## src/rtl/receive.sv

```systemverilog
// receive: 8N1 asynchronous serial receiver with a stb/ack output holding register.
// The rxd line goes through a two-flop synchronizer. A single FSM times the
// start-bit midpoint, eight data bits and the stop bit. Delivered bytes are
// held on dat with stb until ack is seen. An unread byte is never overwritten:
// a new byte that arrives while stb is still set is dropped and ovr pulses.
// Optional build macro: RECEIVE_FILTER_EN. When it is defined, each sample
// point takes the majority of the last three synchronized rxd values.
module receive #(
   parameter int BAUD = 9600,
   parameter int FREQ = 12000000
) (
   input  logic       clk,
   input  logic       rst_n,
   input  logic       rxd,
   input  logic       ack,
   output logic       stb,
   output logic [7:0] dat,
   output logic       err,
   output logic       ovr
);

   localparam int PERIOD = FREQ / BAUD;
   localparam int HALF   = PERIOD / 2;
   localparam int CW     = (PERIOD > 1) ? $clog2(PERIOD) : 1;

   localparam logic [CW-1:0] CNT_HALF = CW'(HALF - 1);
   localparam logic [CW-1:0] CNT_LAST = CW'(PERIOD - 1);

   typedef enum logic [2:0] {
      IDLE  = 3'd0,
      START = 3'd1,
      DATA  = 3'd2,
      STOP  = 3'd3,
      BREAK = 3'd4
   } state_t;

   state_t        state_reg;
   logic [CW-1:0] cnt_reg;
   logic [2:0]    idx_reg;
   logic [7:0]    shf_reg;
   logic [1:0]    sync_reg;
   logic          rs;
   logic          smp;

   assign rs = sync_reg[1];

   // Two-flop synchronizer. It resets to the idle-high line level.
   always_ff @(posedge clk) begin
      if (!rst_n) begin
         sync_reg <= 2'b11;
      end else begin
         sync_reg <= {sync_reg[0], rxd};
      end
   end

`ifdef RECEIVE_FILTER_EN
   logic [1:0] hist_reg;

   // History of the two previous rs values, used for the 2-of-3 majority vote.
   always_ff @(posedge clk) begin
      if (!rst_n) begin
         hist_reg <= 2'b11;
      end else begin
         hist_reg <= {hist_reg[0], rs};
      end
   end

   assign smp = (rs & hist_reg[0]) | (rs & hist_reg[1]) | (hist_reg[0] & hist_reg[1]);
`else
   assign smp = rs;
`endif

   // Frame FSM plus output holding register. All outputs are registered here.
   always_ff @(posedge clk) begin
      if (!rst_n) begin
         state_reg <= IDLE;
         cnt_reg   <= '0;
         idx_reg   <= '0;
         shf_reg   <= '0;
         stb       <= 1'b0;
         dat       <= '0;
         err       <= 1'b0;
         ovr       <= 1'b0;
      end else begin
         err <= 1'b0;
         ovr <= 1'b0;

         // A consumed byte clears stb. A delivery in the same cycle sets it again below.
         if (stb && ack) begin
            stb <= 1'b0;
         end

         case (state_reg)
            IDLE: begin
               cnt_reg <= '0;
               idx_reg <= '0;
               if (!rs) begin
                  state_reg <= START;
               end
            end

            START: begin
               if (cnt_reg == CNT_HALF) begin
                  cnt_reg <= '0;
                  // A high sample at mid-start means the low level was a glitch.
                  state_reg <= smp ? IDLE : DATA;
               end else begin
                  cnt_reg <= cnt_reg + CW'(1);
               end
            end

            DATA: begin
               if (cnt_reg == CNT_LAST) begin
                  cnt_reg          <= '0;
                  shf_reg[idx_reg] <= smp;
                  idx_reg          <= idx_reg + 3'd1;
                  if (idx_reg == 3'd7) begin
                     state_reg <= STOP;
                  end
               end else begin
                  cnt_reg <= cnt_reg + CW'(1);
               end
            end

            STOP: begin
               if (cnt_reg == CNT_LAST) begin
                  cnt_reg <= '0;
                  if (smp) begin
                     if (!stb || ack) begin
                        dat <= shf_reg;
                        stb <= 1'b1;
                     end else begin
                        ovr <= 1'b1;
                     end
                     state_reg <= IDLE;
                  end else begin
                     err       <= 1'b1;
                     state_reg <= BREAK;
                  end
               end else begin
                  cnt_reg <= cnt_reg + CW'(1);
               end
            end

            BREAK: begin
               // Wait out a held-low line so that it produces only one err.
               cnt_reg <= '0;
               if (rs) begin
                  state_reg <= IDLE;
               end
            end

            default: begin
               state_reg <= IDLE;
               cnt_reg   <= '0;
               idx_reg   <= '0;
            end
         endcase
      end
   end

endmodule

```

## config.mk

```make
export PLATFORM = sky130hd
export DESIGN_NAME = receive
export DESIGN_NICKNAME = d
export VERILOG_FILES = /design/src/rtl/receive.sv
export SDC_FILE = /design/constraint.sdc
export NUM_CORES = 1
export LEC_CHECK = 0
export CAP_MARGIN = 20
export CORE_ASPECT_RATIO = 1.2
export CORE_MARGIN = 1.5
export CORE_UTILIZATION = 35
export CTS_BUF_LIST = sky130_fd_sc_hd__clkbuf_8
export DETAILED_ROUTE_END_ITERATION = 10
export PLACE_DENSITY = 0.61
export SYNTH_ARGS = -nofsm -noshare
export SYNTH_HDL_FRONTEND = slang
export SYNTH_SLANG_ARGS = --single-unit
```

## constraint.sdc

```tcl
create_clock -name clk -period 3.75 [get_ports clk]
set_input_delay 0.375 -clock clk [delete_from_list [all_inputs] [get_ports clk]]
set_output_delay 0.375 -clock clk [all_outputs]
set_load 0.02 [all_outputs]
```

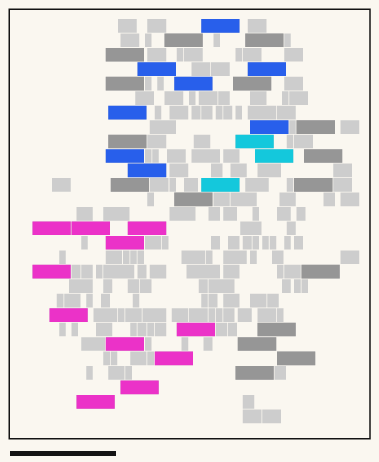
Fig. 1. Sequential cells colored by netlist name.
Scale bar: 20 um. Other sequential cells in the stronger gray, the rest of the logic in the fainter gray.
| name in the netlist | color | sequential cells |
|---|---|---|
| idx_reg | cyan | 3 |
| shf_reg | blue | 8 |
| cnt_reg | magenta | 11 |
not colored: 16
fin util: 41.0%
sequential cell area: 761 sq um
sequential portion of the cell area: 38.1%

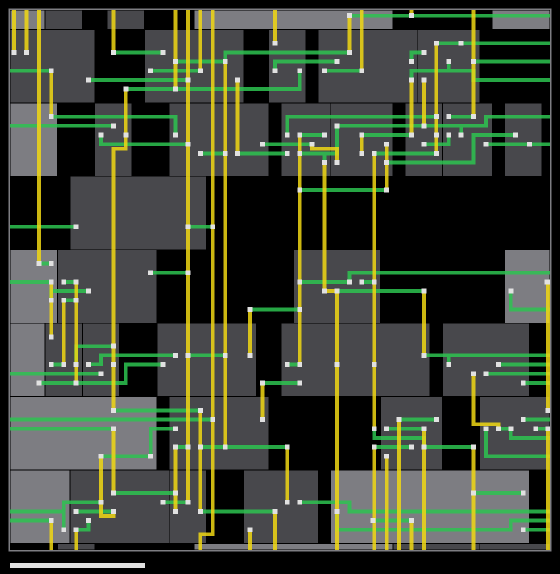
Fig. 2. A small window of the routed layout.
Scale bar: 5 um. Window x 24 to 44, y 46 to 66 um. Cells in gray, sequential cells in the stronger gray; small squares are vias.
| layer | color |
|---|---|
| metal 2 | yellow |
| metal 1 | green |
sequential cells in the window: 2
most frequent: mux2i_1 (8), nor2_1 (5), nor4_1 (3)
netlist names of flops here include: idx_reg (1), shf_reg (1)
cells with their middle in the window: 28

==> flow_summary.toml <==
# generated from flow reports
[placed_design]
gp_congestion = 0.765
place_area_sq_um = 1920

[min_path]
hold-path-cell-count = 1
worstHoldEndpoint = "sync_reg[1]"
hold_start = "sync_reg[0]"

[detailed_routing]
vias = 1279
route.met3.wl_um = 58
met2WireLength_mm = 1.49
drt_iter0_markers = 60

[final_layout]
comb_share_pct = 45.7
design.seq.count = 38
diodes = 0
buf_share_pct = 7.02
final_area_sq_um = 2000
final_cells = 260
largest_class = "logic gates"

[grt]
track_usage_pct = 13.0
grt_most_used_layer = "met2"
grt_use_met2_pct = 20.7
grt_antenna_before_repair = 0
grt_use_met1_pct = 16.7

[timing]
timing.final.ws_setup_ns = 1.72
tightest_slew_ns = 0.516
min_period_ns = 2.03
hold_viol = 0
slew_headroom_pct = 65.4
report.final.slew_viol_count = 0

[die]
fp_util_pct = 36.0
core.rowCount = 28
taps = 60
die-height_um = 80.5
pin_count = 15

[yosys]
top_cell_area_share_pct = 43.4
ys_sh_mux_pct = 9.71
ys_sh_aoi_pct = 6.43
ys_seq_share_pct = 43.4
yosys_cells = 188
syn_area_sq_um = 1750
yosysWarningCount = 0
synth_cell_type_count = 42

[power_and_ir_drop]
power.density_nw_per_um2 = 345
switching_share_pct = 22.0
power_switching_w = 0.000152
combPwrFrac_pct = 2.4
p_clk_share_pct = 38.3

[clocking]
cts_tree = "built"
clk_path_buf_depth = 2

[flow_run]
drv_cap = 0

[setup_path]
path_delay_family = "simple AND/OR/NAND/NOR gates"
worstRegToRegCells = 6
crit_cells = 6
r2r_start = "cnt_reg[0]"
endpoint_kind = "flip-flop"
worstSetupStartpointType = "flip-flop"
critPathMaxStageDelay_ns = 0.62

[outcome]
outcome = "finished clean"
